$ cat src/rtl/twos_pkg.sv
// rtl/twos_pkg.sv - shared encodings and sizing helper for the serial two's-complement unit
package twos_pkg;

    typedef enum logic [1:0] {
        MODE_PASS = 2'b00,
        MODE_NEG  = 2'b01,
        MODE_ABS  = 2'b10,
        MODE_ONES = 2'b11
    } mode_e;

    typedef enum logic [1:0] {
        S_IDLE = 2'd0,
        S_RUN  = 2'd1,
        S_DONE = 2'd2
    } state_e;

    // The digit counter has to reach n_digits itself, hence the +1.
    function automatic int cnt_width(input int n_digits);
        return (n_digits < 1) ? 1 : $clog2(n_digits + 1);
    endfunction

endpackage

$ cat src/rtl/digit_adder.sv
// rtl/digit_adder.sv - DIGIT full_adder cells rippled together; b is tied low so it adds cin to a
module digit_adder #(
    parameter int DIGIT = 4
) (
    input  logic [DIGIT-1:0] a,
    input  logic             cin,
    output logic [DIGIT-1:0] sum,
    output logic             cout
);

    logic [DIGIT:0] carry;

    assign carry[0] = cin;
    assign cout     = carry[DIGIT];

    for (genvar i = 0; i < DIGIT; i++) begin : g_cell
        full_adder u_fa (
            .a    (a[i]),
            .b    (1'b0),
            .cin  (carry[i]),
            .sum  (sum[i]),
            .cout (carry[i+1])
        );
    end

endmodule

$ cat src/rtl/full_adder.sv
// rtl/full_adder.sv - single-bit full adder cell
module full_adder (
    input  logic a,
    input  logic b,
    input  logic cin,
    output logic sum,
    output logic cout
);

    assign sum  = a ^ b ^ cin;
    assign cout = (a & b) | (cin & (a ^ b));

endmodule

$ cat src/rtl/twos_complement_serial.sv
// rtl/twos_complement_serial.sv - digit-serial pass/negate/abs/ones'-complement unit
// with valid/ready handshakes on both sides and an overflow flag for the most-negative operand.
module twos_complement_serial
    import twos_pkg::*;
#(
    parameter int WIDTH = 16,
    parameter int DIGIT = 4
) (
    input  logic             clk,
    input  logic             reset,
    input  logic             in_valid,
    output logic             in_ready,
    input  logic [WIDTH-1:0] A,
    input  logic [1:0]       mode,
    output logic             out_valid,
    input  logic             out_ready,
    output logic [WIDTH-1:0] Y,
    output logic             ovf
);

    if ((DIGIT < 1) || (WIDTH < 2) || (WIDTH % DIGIT != 0)) begin : g_param_check
        $error("twos_complement_serial: WIDTH must be >= 2 and a multiple of DIGIT");
    end

    localparam int               NDIG     = WIDTH / DIGIT;
    localparam int               CW       = cnt_width(NDIG);
    localparam logic [CW-1:0]    LAST     = CW'(NDIG);
    localparam logic [WIDTH-1:0] MOST_NEG = {1'b1, {(WIDTH-1){1'b0}}};

    state_e           state_q, state_d;
    logic [WIDTH-1:0] a_q, a_d;
    logic             inv_q, inv_d;
    logic             cin0_q, cin0_d;
    logic             carry_q, carry_d;
    logic [CW-1:0]    count_q, count_d;
    logic [WIDTH-1:0] y_q, y_d;
    logic             ovf_q, ovf_d;
    logic             in_ready_q, in_ready_d;
    logic             out_valid_q, out_valid_d;

    logic [DIGIT-1:0] add_a;
    logic [DIGIT-1:0] add_sum;
    logic             add_cin;
    logic             add_cout;

    // a_q is shifted right each RUN cycle, so the current digit is always its low slice.
    assign add_a   = a_q[DIGIT-1:0] ^ {DIGIT{inv_q}};
    assign add_cin = (count_q == '0) ? cin0_q : carry_q;

    digit_adder #(
        .DIGIT (DIGIT)
    ) u_digit (
        .a    (add_a),
        .cin  (add_cin),
        .sum  (add_sum),
        .cout (add_cout)
    );

    always_comb begin
        state_d     = state_q;
        a_d         = a_q;
        inv_d       = inv_q;
        cin0_d      = cin0_q;
        carry_d     = carry_q;
        count_d     = count_q;
        y_d         = y_q;
        ovf_d       = ovf_q;
        in_ready_d  = in_ready_q;
        out_valid_d = out_valid_q;

        case (state_q)
            S_IDLE: begin
                if (in_valid && in_ready_q) begin
                    a_d        = A;
                    inv_d      = (mode == MODE_NEG) || (mode == MODE_ONES) ||
                                 ((mode == MODE_ABS) && A[WIDTH-1]);
                    cin0_d     = inv_d && (mode != MODE_ONES);
                    ovf_d      = ((mode == MODE_NEG) || (mode == MODE_ABS)) && (A == MOST_NEG);
                    carry_d    = 1'b0;
                    count_d    = '0;
                    in_ready_d = 1'b0;
                    state_d    = S_RUN;
                end
            end
            S_RUN: begin
                // One extra RUN cycle at count==LAST gives the accept-to-valid latency of NDIG+1.
                if (count_q == LAST) begin
                    out_valid_d = 1'b1;
                    state_d     = S_DONE;
                end else begin
                    y_d[32'(count_q)*DIGIT +: DIGIT] = add_sum;
                    carry_d = add_cout;
                    a_d     = a_q >> DIGIT;
                    count_d = count_q + CW'(1);
                end
            end
            S_DONE: begin
                if (out_ready) begin
                    out_valid_d = 1'b0;
                    in_ready_d  = 1'b1;
                    state_d     = S_IDLE;
                end
            end
            default: begin
                out_valid_d = 1'b0;
                in_ready_d  = 1'b1;
                state_d     = S_IDLE;
            end
        endcase
    end

    always_ff @(posedge clk or posedge reset) begin
        if (reset) begin
            state_q     <= S_IDLE;
            a_q         <= '0;
            inv_q       <= 1'b0;
            cin0_q      <= 1'b0;
            carry_q     <= 1'b0;
            count_q     <= '0;
            y_q         <= '0;
            ovf_q       <= 1'b0;
            in_ready_q  <= 1'b1;
            out_valid_q <= 1'b0;
        end else begin
            state_q     <= state_d;
            a_q         <= a_d;
            inv_q       <= inv_d;
            cin0_q      <= cin0_d;
            carry_q     <= carry_d;
            count_q     <= count_d;
            y_q         <= y_d;
            ovf_q       <= ovf_d;
            in_ready_q  <= in_ready_d;
            out_valid_q <= out_valid_d;
        end
    end

    assign in_ready  = in_ready_q;
    assign out_valid = out_valid_q;
    assign Y         = y_q;
    assign ovf       = ovf_q;

endmodule
$ cat config.mk
export PLATFORM = sky130hd
export DESIGN_NAME = twos_complement_serial
export DESIGN_NICKNAME = d
export VERILOG_FILES = /design/src/rtl/twos_pkg.sv /design/src/rtl/digit_adder.sv /design/src/rtl/full_adder.sv /design/src/rtl/twos_complement_serial.sv
export SDC_FILE = /design/constraint.sdc
export NUM_CORES = 1
export LEC_CHECK = 0
export CORE_ASPECT_RATIO = 0.5
export CORE_MARGIN = 2
export CORE_UTILIZATION = 47
export DETAILED_ROUTE_END_ITERATION = 10
export PLACE_DENSITY = 0.75
export SLEW_MARGIN = 40
export SYNTH_ARGS = -nofsm -noshare
export SYNTH_HDL_FRONTEND = slang
export SYNTH_SLANG_ARGS = --single-unit
$ cat constraint.sdc
create_clock -name clk -period 2.4 [get_ports clk]
set_input_delay 0.24 -clock clk [delete_from_list [all_inputs] [get_ports clk]]
set_output_delay 0.24 -clock clk [all_outputs]
set_load 0.01 [all_outputs]
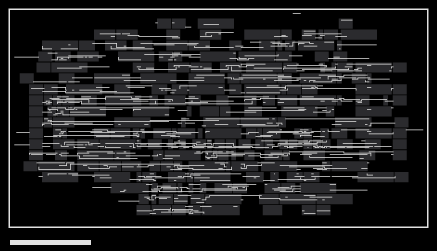
Fig. 1. The metal 1 layer (run 1).
The bar under the picture is 20 um long.
233 nets have wire on it. The layer holds 49% of the routed length. The layer carries 2,240 um of wire. The longest straight run is 42.3 um. The wires run mostly horizontal.

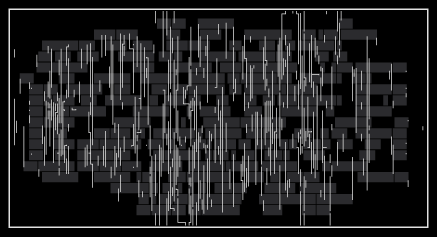
Fig. 2. The metal 2 layer (run 1).
236 nets have wire on it. The layer holds 46% of the routed length. The layer carries 2,090 um of wire.

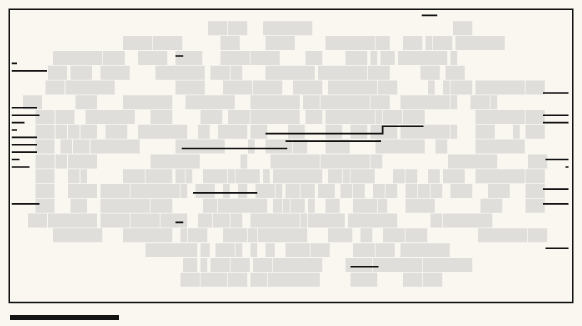
Fig. 3. Metal 3 (run 1).
The bar under the picture is 20 um long.
23 nets have wire on it. The wires run mostly horizontal. The layer holds 3.5% of the routed length. The layer carries 158 um of wire.

==> impl_metrics.ini, run 1 <==
; flow metrics
[status]
status = completed

[cells_and_area]
post_layout_nonfiller_instances = 301
final_util = 0.616
antennaDiodeCount = 0
layout_top_cells = dfrtp_1, clkdlybuf4s50_1, mux2_4

[placement]
buffer_ports.inserted = 40
dp_worst_setup_slack_ns = 0.00768

[floorplanning]
floorplan.io_pins = 41
core-area_um2 = 4840
core.rowCount = 18

[setup_path]
critPathSlowestCell = dfrtp_2
r2r.worst_path.cells = 10
timing.critical_path.buf_inv = 1
end_kind = flip-flop
worst_r2r_startpoint = count_q[0]
crit_path_cell_trace = inv_2 -> ha_4 -> ha_4 -> mux2_4 -> ha_4 -> ha_4 -> ha_4 -> ha_4 -> and3_1 -> mux2_4
critical_path.most_common_cell = ha_4
reg2reg_to = Y[11]

[logic_synthesis]
ys_cells = 183
enable_flop_cells = 0
post_synth_most_frequent_cells = dfrtp_1, mux2_4, ha_1
simple_gate_area_frac = 0.107
synth.top_cells.by_area = dfrtp_1, mux2_4, ha_1
synth.cellmix.xorXnorShare = 0.0189
ys.flop_type = dfrtp_1

[clocking]
postCtsHoldBufs = 0
cts_resized = 1
cts_setup_buffers = 1

[power]
static_leakage_nw = 1.32
sequential_power_mw = 1.19
pd_cells_nw_per_um2 = 1180
p_int_mw = 2.31

[timing]
final_hold_viol_count = 0
final.period_utilization = 0.969
maxSlewViolCount = 0
max_clock_freq_mhz = 430

[global_route]
overflow = 0
grt_antenna_before_repair = 0
first_global_vias = 1525
grt_max_degree = 30

[run]
drv_cap = 0
tool_warning_count = 33

[detailed_routing]
drtIter0Drc = 51
vias_per_cell = 4.99

[worst_hold_path]
worstHoldPathType = input port to asynchronous set/reset pin
run 1: how the worst max path moves through the flow:
stage	to	cells past startpoint
2_1_floorplan	Y[11]	10
3_3_place_gp	Y[11]	10
3_5_place_dp	Y[11]	10
4_1_cts	Y[11]	10
5_1_grt	Y[11]	10
6_report	Y[11]	10
run 1: layout make-up:
| class | instances | area (um^2) | area share |
|---|---|---|---|
| Multi-Input combinational cell | 117 | 1190 | 0.400 |
| Inverter | 14 | 55.1 | 0.0185 |
| Tap cell | 70 | 87.6 | 0.0294 |
| Timing Repair Buffer | 49 | 468 | 0.157 |
| Sequential cell | 43 | 1080 | 0.362 |
| Clock buffer | 8 | 100 | 0.0336 |
run 1: tightest hold or removal path, cell delays in order:
cell	delay, ns
clkdlybuf4s50_1	0.41
inv_1	0.07
buf_4	0.22
## Run 2: what changed since run 1
--- a/config.mk
+++ b/config.mk
@@ -5,9 +5,12 @@
 export SDC_FILE = /design/constraint.sdc
 export NUM_CORES = 1
 export LEC_CHECK = 0
+export ABC_AREA = 1
+export CELL_PAD_IN_SITES_DETAIL_PLACEMENT = 1
+export CELL_PAD_IN_SITES_GLOBAL_PLACEMENT = 1
 export CORE_ASPECT_RATIO = 0.5
 export CORE_MARGIN = 2
-export CORE_UTILIZATION = 47
+export CORE_UTILIZATION = 34
 export DETAILED_ROUTE_END_ITERATION = 10
 export PLACE_DENSITY = 0.75
 export SLEW_MARGIN = 40
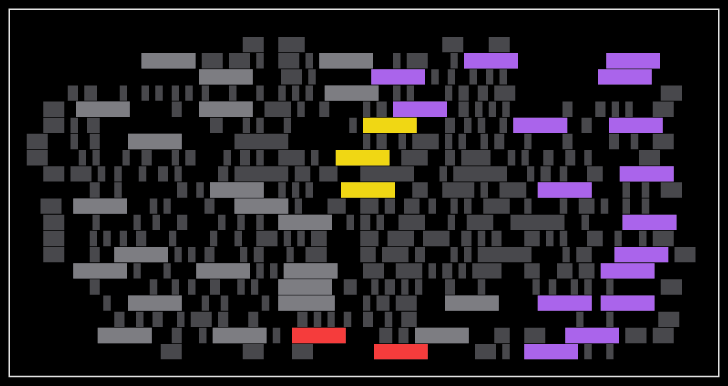
Fig. 4. Register map, names as in the netlist (run 2).
Purple is Y, placed flops 16. Red is state_q, placed flops 2. Yellow is count_q, placed flops 3.

==> impl_metrics.ini, run 2 <==
; flow metrics
[timing]
final.period_utilization = 0.938
max_clock_freq_mhz = 444
final_hold_viol_count = 0

[setup_path]
timing.critical_path.buf_inv = 1
reg2reg_to = Y[15]
worst_r2r_startpoint = count_q[0]
r2r.worst_path.cells = 12
end_kind = flip-flop
crit_path_cell_trace = inv_1 -> ha_1 -> ha_2 -> nand2_1 -> o21ai_0 -> ha_1 -> ha_1 -> ha_1 -> ha_4 -> nand2_1 -> nand3b_1 -> nand2_1
critPathSlowestCell = dfrtp_1
timing.critical_path.depth = 12

[logic_synthesis]
synth.cellmix.xorXnorShare = 0.0155
ys.flop_type = dfrtp_1
ys_cells = 284
enable_flop_cells = 0
post_synth_most_frequent_cells = nand2_1, dfrtp_1, inv_1
synth.top_cells.by_area = dfrtp_1, nand2_1, ha_1

[cells_and_area]
combAreaFraction = 0.344
post_layout_nonfiller_instances = 420
final-clk-cell-share = 0.0530
signal_buffers = 46
layout.buffer.nonclock.area_share = 0.151
final_util = 0.473
register_area_um2 = 1080
n_multi_input_combinational_cell = 196
logic_area_um2 = 1010
layout_top_cells = nand2_1, dfrtp_1, clkdlybuf4s50_1
clock_buffer_count = 8
nNonClkInverters = 39
seq_cells = 43

[global_route]
overflow = 0
first_global_vias = 2117

[run]
tool_warning_count = 33

[floorplanning]
tap-cell-count = 88

[detailed_routing]
vias_per_cell = 4.79
drtIter0Drc = 94

[placement]
dp_worst_setup_slack_ns = 0.0348
buffer_ports.inserted = 40

[power]
sequential_power_mw = 1.16

[status]
status = completed
## run 2: netlist changes by cell type after synthesis, moves of 4 or more
cell,change
a22o_1,-5
and3_1,-10
buf_6,-4
inv_1,+25
mux2_1,-12
mux2_2,-10
mux2_4,-16
mux2i_1,-5
nand2_1,+77
nand3_1,+16
nand3b_1,+7
nor2_1,+21
nor4_1,-4
o21ai_0,+26
## run 2: kinds of logic (layout without fill, tap and decap cells)
group | Yosys count | after routing
AOI/OAI and AO/OA | 39 | 39
xor gates and xnor gates | 4 | 4
adders and majority gates | 14 | 14
buffers and inverters | 45 | 93
DFF | 43 | 43
and+or+nand+nor | 139 | 139
## run 2: timing repair
item                       CTS  global route
setup buffers                1             0
hold buffers                 0             0
setup endpoints to repair    4             4
gates resized                0             2
cloned                       0             0
